`src/rtl/riscv_pkg.sv`:
```
// Shared RV32I encoding definitions: instruction formats, opcode constants,
// per-format bit layouts and the field-packing/range-check function.
package riscv_pkg;

    typedef enum logic [2:0] {
        FMT_R = 3'd0,
        FMT_I = 3'd1,
        FMT_S = 3'd2,
        FMT_B = 3'd3,
        FMT_U = 3'd4,
        FMT_J = 3'd5
    } instr_fmt_t;

    localparam logic [6:0] OP_LUI    = 7'h37;
    localparam logic [6:0] OP_AUIPC  = 7'h17;
    localparam logic [6:0] OP_JAL    = 7'h6F;
    localparam logic [6:0] OP_JALR   = 7'h67;
    localparam logic [6:0] OP_BRANCH = 7'h63;
    localparam logic [6:0] OP_LOAD   = 7'h03;
    localparam logic [6:0] OP_STORE  = 7'h23;
    localparam logic [6:0] OP_IMM    = 7'h13;
    localparam logic [6:0] OP_REG    = 7'h33;

    typedef struct packed {
        logic [6:0] funct7;
        logic [4:0] rs2;
        logic [4:0] rs1;
        logic [2:0] funct3;
        logic [4:0] rd;
        logic [6:0] opcode;
    } r_type_t;

    typedef struct packed {
        logic [11:0] imm11_0;
        logic [4:0]  rs1;
        logic [2:0]  funct3;
        logic [4:0]  rd;
        logic [6:0]  opcode;
    } i_type_t;

    typedef struct packed {
        logic [6:0] imm11_5;
        logic [4:0] rs2;
        logic [4:0] rs1;
        logic [2:0] funct3;
        logic [4:0] imm4_0;
        logic [6:0] opcode;
    } s_type_t;

    typedef struct packed {
        logic       imm12;
        logic [5:0] imm10_5;
        logic [4:0] rs2;
        logic [4:0] rs1;
        logic [2:0] funct3;
        logic [3:0] imm4_1;
        logic       imm11;
        logic [6:0] opcode;
    } b_type_t;

    typedef struct packed {
        logic [19:0] imm31_12;
        logic [4:0]  rd;
        logic [6:0]  opcode;
    } u_type_t;

    typedef struct packed {
        logic       imm20;
        logic [9:0] imm10_1;
        logic       imm11;
        logic [7:0] imm19_12;
        logic [4:0] rd;
        logic [6:0] opcode;
    } j_type_t;

    typedef struct packed {
        logic [31:0] instr;
        logic        err;
    } enc_result_t;

    // Packs one instruction word; out-of-range immediates are still packed
    // (truncated) but flagged. Illegal formats give an all-zero flagged word.
    function automatic enc_result_t encode_fields(
        input logic [2:0]  fmt,
        input logic [6:0]  opcode,
        input logic [4:0]  rd,
        input logic [4:0]  rs1,
        input logic [4:0]  rs2,
        input logic [2:0]  funct3,
        input logic [6:0]  funct7,
        input logic [31:0] imm
    );
        enc_result_t        res;
        r_type_t            r;
        i_type_t            i;
        s_type_t            s;
        b_type_t            b;
        u_type_t            u;
        j_type_t            j;
        logic signed [31:0] simm;
        simm = $signed(imm);
        res  = '0;
        case (fmt)
            FMT_R: begin
                r = '{funct7: funct7, rs2: rs2, rs1: rs1, funct3: funct3, rd: rd, opcode: opcode};
                res.instr = r;
                res.err   = 1'b0;
            end
            FMT_I: begin
                i = '{imm11_0: imm[11:0], rs1: rs1, funct3: funct3, rd: rd, opcode: opcode};
                res.instr = i;
                res.err   = (simm < -32'sd2048) || (simm > 32'sd2047);
            end
            FMT_S: begin
                s = '{imm11_5: imm[11:5], rs2: rs2, rs1: rs1, funct3: funct3,
                      imm4_0: imm[4:0], opcode: opcode};
                res.instr = s;
                res.err   = (simm < -32'sd2048) || (simm > 32'sd2047);
            end
            FMT_B: begin
                b = '{imm12: imm[12], imm10_5: imm[10:5], rs2: rs2, rs1: rs1, funct3: funct3,
                      imm4_1: imm[4:1], imm11: imm[11], opcode: opcode};
                res.instr = b;
                res.err   = (simm < -32'sd4096) || (simm > 32'sd4094) || imm[0];
            end
            FMT_U: begin
                u = '{imm31_12: imm[31:12], rd: rd, opcode: opcode};
                res.instr = u;
                res.err   = (imm[11:0] != 12'd0);
            end
            FMT_J: begin
                j = '{imm20: imm[20], imm10_1: imm[10:1], imm11: imm[11],
                      imm19_12: imm[19:12], rd: rd, opcode: opcode};
                res.instr = j;
                res.err   = (simm < -32'sd1048576) || (simm > 32'sd1048574) || imm[0];
            end
            default: begin
                res.instr = 32'h0000_0000;
                res.err   = 1'b1;
            end
        endcase
        return res;
    endfunction

endpackage

```
`src/rtl/sync_fifo.sv`:
```
// Single-clock FIFO with a show-ahead head word and full/empty flags
// derived from an internal occupancy count. DEPTH must be a power of two.
module sync_fifo #(
    parameter int WIDTH = 8,
    parameter int DEPTH = 4
) (
    input  logic             clk,
    input  logic             reset,
    input  logic             push,
    input  logic [WIDTH-1:0] din,
    input  logic             pop,
    output logic [WIDTH-1:0] dout,
    output logic             full,
    output logic             empty
);

    localparam int AW = (DEPTH > 1) ? $clog2(DEPTH) : 1;
    localparam logic [AW:0]   FULL_CNT = (AW + 1)'(DEPTH);
    localparam logic [AW:0]   CNT_ONE  = 1;
    localparam logic [AW-1:0] PTR_ONE  = 1;

    logic [WIDTH-1:0] mem [DEPTH];
    logic [AW-1:0]    wr_ptr;
    logic [AW-1:0]    rd_ptr;
    logic [AW:0]      count;
    logic             do_push;
    logic             do_pop;

    assign full    = (count == FULL_CNT);
    assign empty   = (count == '0);
    assign do_push = push && !full;
    assign do_pop  = pop && !empty;
    assign dout    = mem[rd_ptr];

    // Storage and pointers; reset clears the array so the head reads zero when empty.
    always_ff @(posedge clk or posedge reset) begin
        if (reset) begin
            for (int k = 0; k < DEPTH; k++) begin
                mem[k] <= '0;
            end
            wr_ptr <= '0;
            rd_ptr <= '0;
            count  <= '0;
        end else begin
            if (do_push) begin
                mem[wr_ptr] <= din;
                wr_ptr      <= wr_ptr + PTR_ONE;
            end
            if (do_pop) begin
                rd_ptr <= rd_ptr + PTR_ONE;
            end
            if (do_push && !do_pop) begin
                count <= count + CNT_ONE;
            end else if (do_pop && !do_push) begin
                count <= count - CNT_ONE;
            end
        end
    end

endmodule

```
`src/rtl/instr_encoder.sv`:
```
// Encodes decoded RV32I fields into instruction words, tags each with a
// running byte address and buffers {instr, addr, err} for a memory writer.
module instr_encoder
    import riscv_pkg::*;
#(
    parameter int DEPTH  = 4,
    parameter int ADDR_W = 32
) (
    input  logic              clk,
    input  logic              reset,
    input  logic              start_valid,
    input  logic [ADDR_W-1:0] start_addr,
    input  logic              in_valid,
    output logic              in_ready,
    input  logic [2:0]        in_fmt,
    input  logic [6:0]        in_opcode,
    input  logic [4:0]        in_rd,
    input  logic [4:0]        in_rs1,
    input  logic [4:0]        in_rs2,
    input  logic [2:0]        in_funct3,
    input  logic [6:0]        in_funct7,
    input  logic [31:0]       in_imm,
    output logic              out_valid,
    input  logic              out_ready,
    output logic [31:0]       out_instr,
    output logic [ADDR_W-1:0] out_addr,
    output logic              out_err,
    output logic [15:0]       err_count
);

    localparam int FW = 32 + ADDR_W + 1;

    enc_result_t       enc;
    logic [ADDR_W-1:0] addr_q;
    logic [ADDR_W-1:0] start_base;
    logic              push;
    logic              pop;
    logic              fifo_full;
    logic              fifo_empty;
    logic [FW-1:0]     fifo_din;
    logic [FW-1:0]     fifo_dout;

    assign enc        = encode_fields(in_fmt, in_opcode, in_rd, in_rs1, in_rs2,
                                      in_funct3, in_funct7, in_imm);
    assign start_base = start_addr & ~(ADDR_W'(3));

    assign in_ready   = !fifo_full && !start_valid;
    assign push       = in_valid && in_ready;
    assign out_valid  = !fifo_empty;
    assign pop        = out_valid && out_ready;

    assign fifo_din   = {enc.instr, addr_q, enc.err};
    assign out_instr  = fifo_dout[FW-1 -: 32];
    assign out_addr   = fifo_dout[ADDR_W:1];
    assign out_err    = fifo_dout[0];

    sync_fifo #(
        .WIDTH (FW),
        .DEPTH (DEPTH)
    ) u_fifo (
        .clk   (clk),
        .reset (reset),
        .push  (push),
        .din   (fifo_din),
        .pop   (pop),
        .dout  (fifo_dout),
        .full  (fifo_full),
        .empty (fifo_empty)
    );

    // Address counter: a start request reloads the word-aligned base, otherwise advance per accepted word.
    always_ff @(posedge clk or posedge reset) begin
        if (reset) begin
            addr_q <= '0;
        end else if (start_valid) begin
            addr_q <= start_base;
        end else if (push) begin
            addr_q <= addr_q + ADDR_W'(4);
        end
    end

    // Saturating tally of accepted words that carried the error flag.
    always_ff @(posedge clk or posedge reset) begin
        if (reset) begin
            err_count <= '0;
        end else if (push && enc.err && (err_count != 16'hFFFF)) begin
            err_count <= err_count + 16'd1;
        end
    end

endmodule

```
`config.mk`:
```
export PLATFORM = sky130hd
export DESIGN_NAME = instr_encoder
export DESIGN_NICKNAME = d
export VERILOG_FILES = /design/src/rtl/riscv_pkg.sv /design/src/rtl/sync_fifo.sv /design/src/rtl/instr_encoder.sv
export SDC_FILE = /design/constraint.sdc
export NUM_CORES = 1
export LEC_CHECK = 0
export CAP_MARGIN = 25
export CORE_MARGIN = 5
export CORE_UTILIZATION = 25
export DETAILED_ROUTE_END_ITERATION = 12
export GPL_TIMING_DRIVEN = 1
export PLACE_DENSITY = 0.52
export SLEW_MARGIN = 20
export SYNTH_ARGS = -nofsm -noshare
export SYNTH_HDL_FRONTEND = slang
export SYNTH_SLANG_ARGS = --single-unit
```
`constraint.sdc`:
```
create_clock -name clk -period 12.6 [get_ports clk]
set_clock_uncertainty 0.15 [all_clocks]
set_input_delay 1.26 -clock clk [delete_from_list [all_inputs] [get_ports clk]]
set_output_delay 1.26 -clock clk [all_outputs]
set_load 0.03 [all_outputs]
```
Figure 1. Met1 routing.
The bar under the picture is 50 um long.
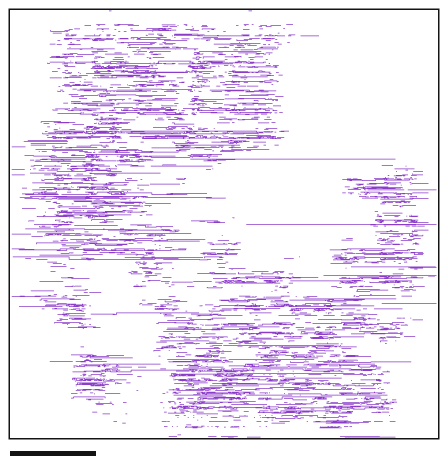
- wire length on this layer: 18,300 um
- longest straight run: 120 um
- share of all routed wire: 45%
total number of vias: 10,100
final wirelength: 40.5 mm
GRT met1 Usage: 17.3%

Figure 2. Metal 2.
The bar under the picture is 50 um long. Cells faint in the background.
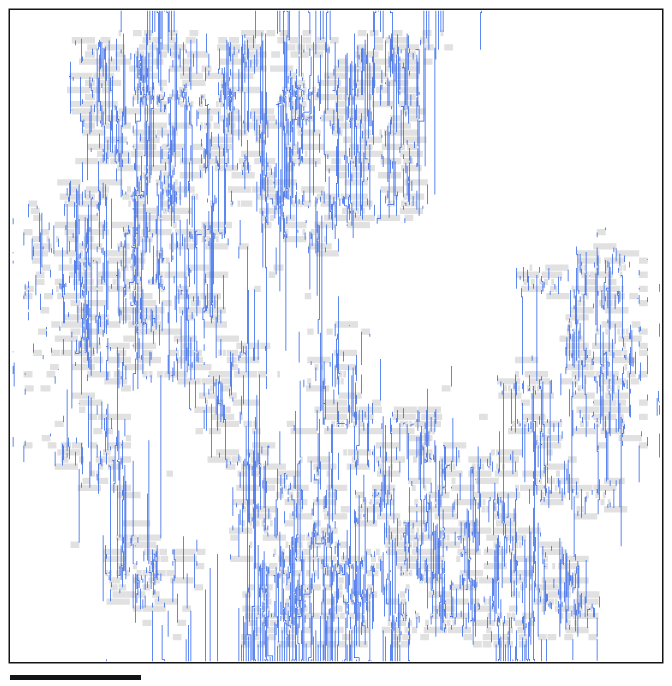
- share of all routed wire: 49%
- main direction: vertical
- nets with wire on the layer: 1,259
- longest straight run: 88.7 um

Figure 3. Met3 routing.
The bar under the picture is 50 um long. Cells faint in the background.
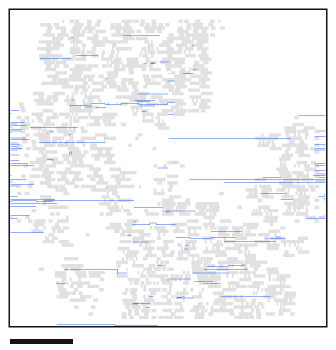
- main direction: horizontal
- longest straight run: 107 um
- share of all routed wire: 4.7%
- wire length on this layer: 1,900 um
- nets with wire on the layer: 98

==> qor.yml <==
status: "complete, no violations"
reg2regPathDepth: 7
cp.depth: 3
floorplan.core_util_pct: 25.4
start_kind: "flop"
synth-simple-area-share_pct: 10.7
ys_sh_mux_pct: 19.2
hold_viol_final: 0
placed_area_mm2: 0.0169
antenna_found_initial: 0
ys_sh_adder_pct: 0.750
cts_tree: "done"
finalSetupViolCount: 0
top_layer_used: "met4"
drive_gt1_share_pct: 19.6
timing.fmax_mhz: 205
synth_top_cell_by_count: "dfrtp_1"
nClkBuffers: 54
reg.largest.list: "u_fifo.mem (252), addr_q (30), err_count (16)"
seqPwrFrac_pct: 35.7
edf_count: 0
grt_pass1_wl_mm: 65.0
comb_cells: 827
largest_reg_flops: 252
crit_family: "buffers and inverters"
yosys_warnings: 0
dieHeight_um: 250
hpwl_mm: 26.7
worstSetupEndpointType: "output port"
yosysUniqueCellTypes: 58
final-seq-area_mm2: 0.00764
pg_clk_uw: 1100
grt_start_max_net_pins: 109
track_usage_pct: 12.9
drv_cap: 0
fp-row-count: 87
r2r_end: "u_fifo.mem[259]"
min_from: "u_fifo.mem[257]"
antenna_cells: 0
crit_path_end: "out_err"
worstMarginPinSlew_ns: 1.02
area_growth_pct: 26.4
design.seq.count: 305
postSynthSeqShare_pct: 53.2
layout.area.comb_mm2: 0.00628
crit_arrival_ns: 3.47
slowest_stage: "dfrtp_4"
clk_transition_reported_paths_ns: 0.06
p_int_uw: 2950
p_sw_uw: 1680
antenna_left: 0
power.leakage_uw: 0.00759
timing.hold.ws_ns: 0.323
crit_buf_inv: 2
drt_iter0_drc: 679
routed_via_density: 4.67
slew_headroom_pct: 32.1
swShare_pct: 36.3
yosys.area_share.aoi_pct: 11.6
finalNonFillerCells: 2166
wl_per_cell_um: 18.7
nNonClkBuffers: 198
async_reset_ff_share_pct: 100
flop_cell: "dfrtp_1"
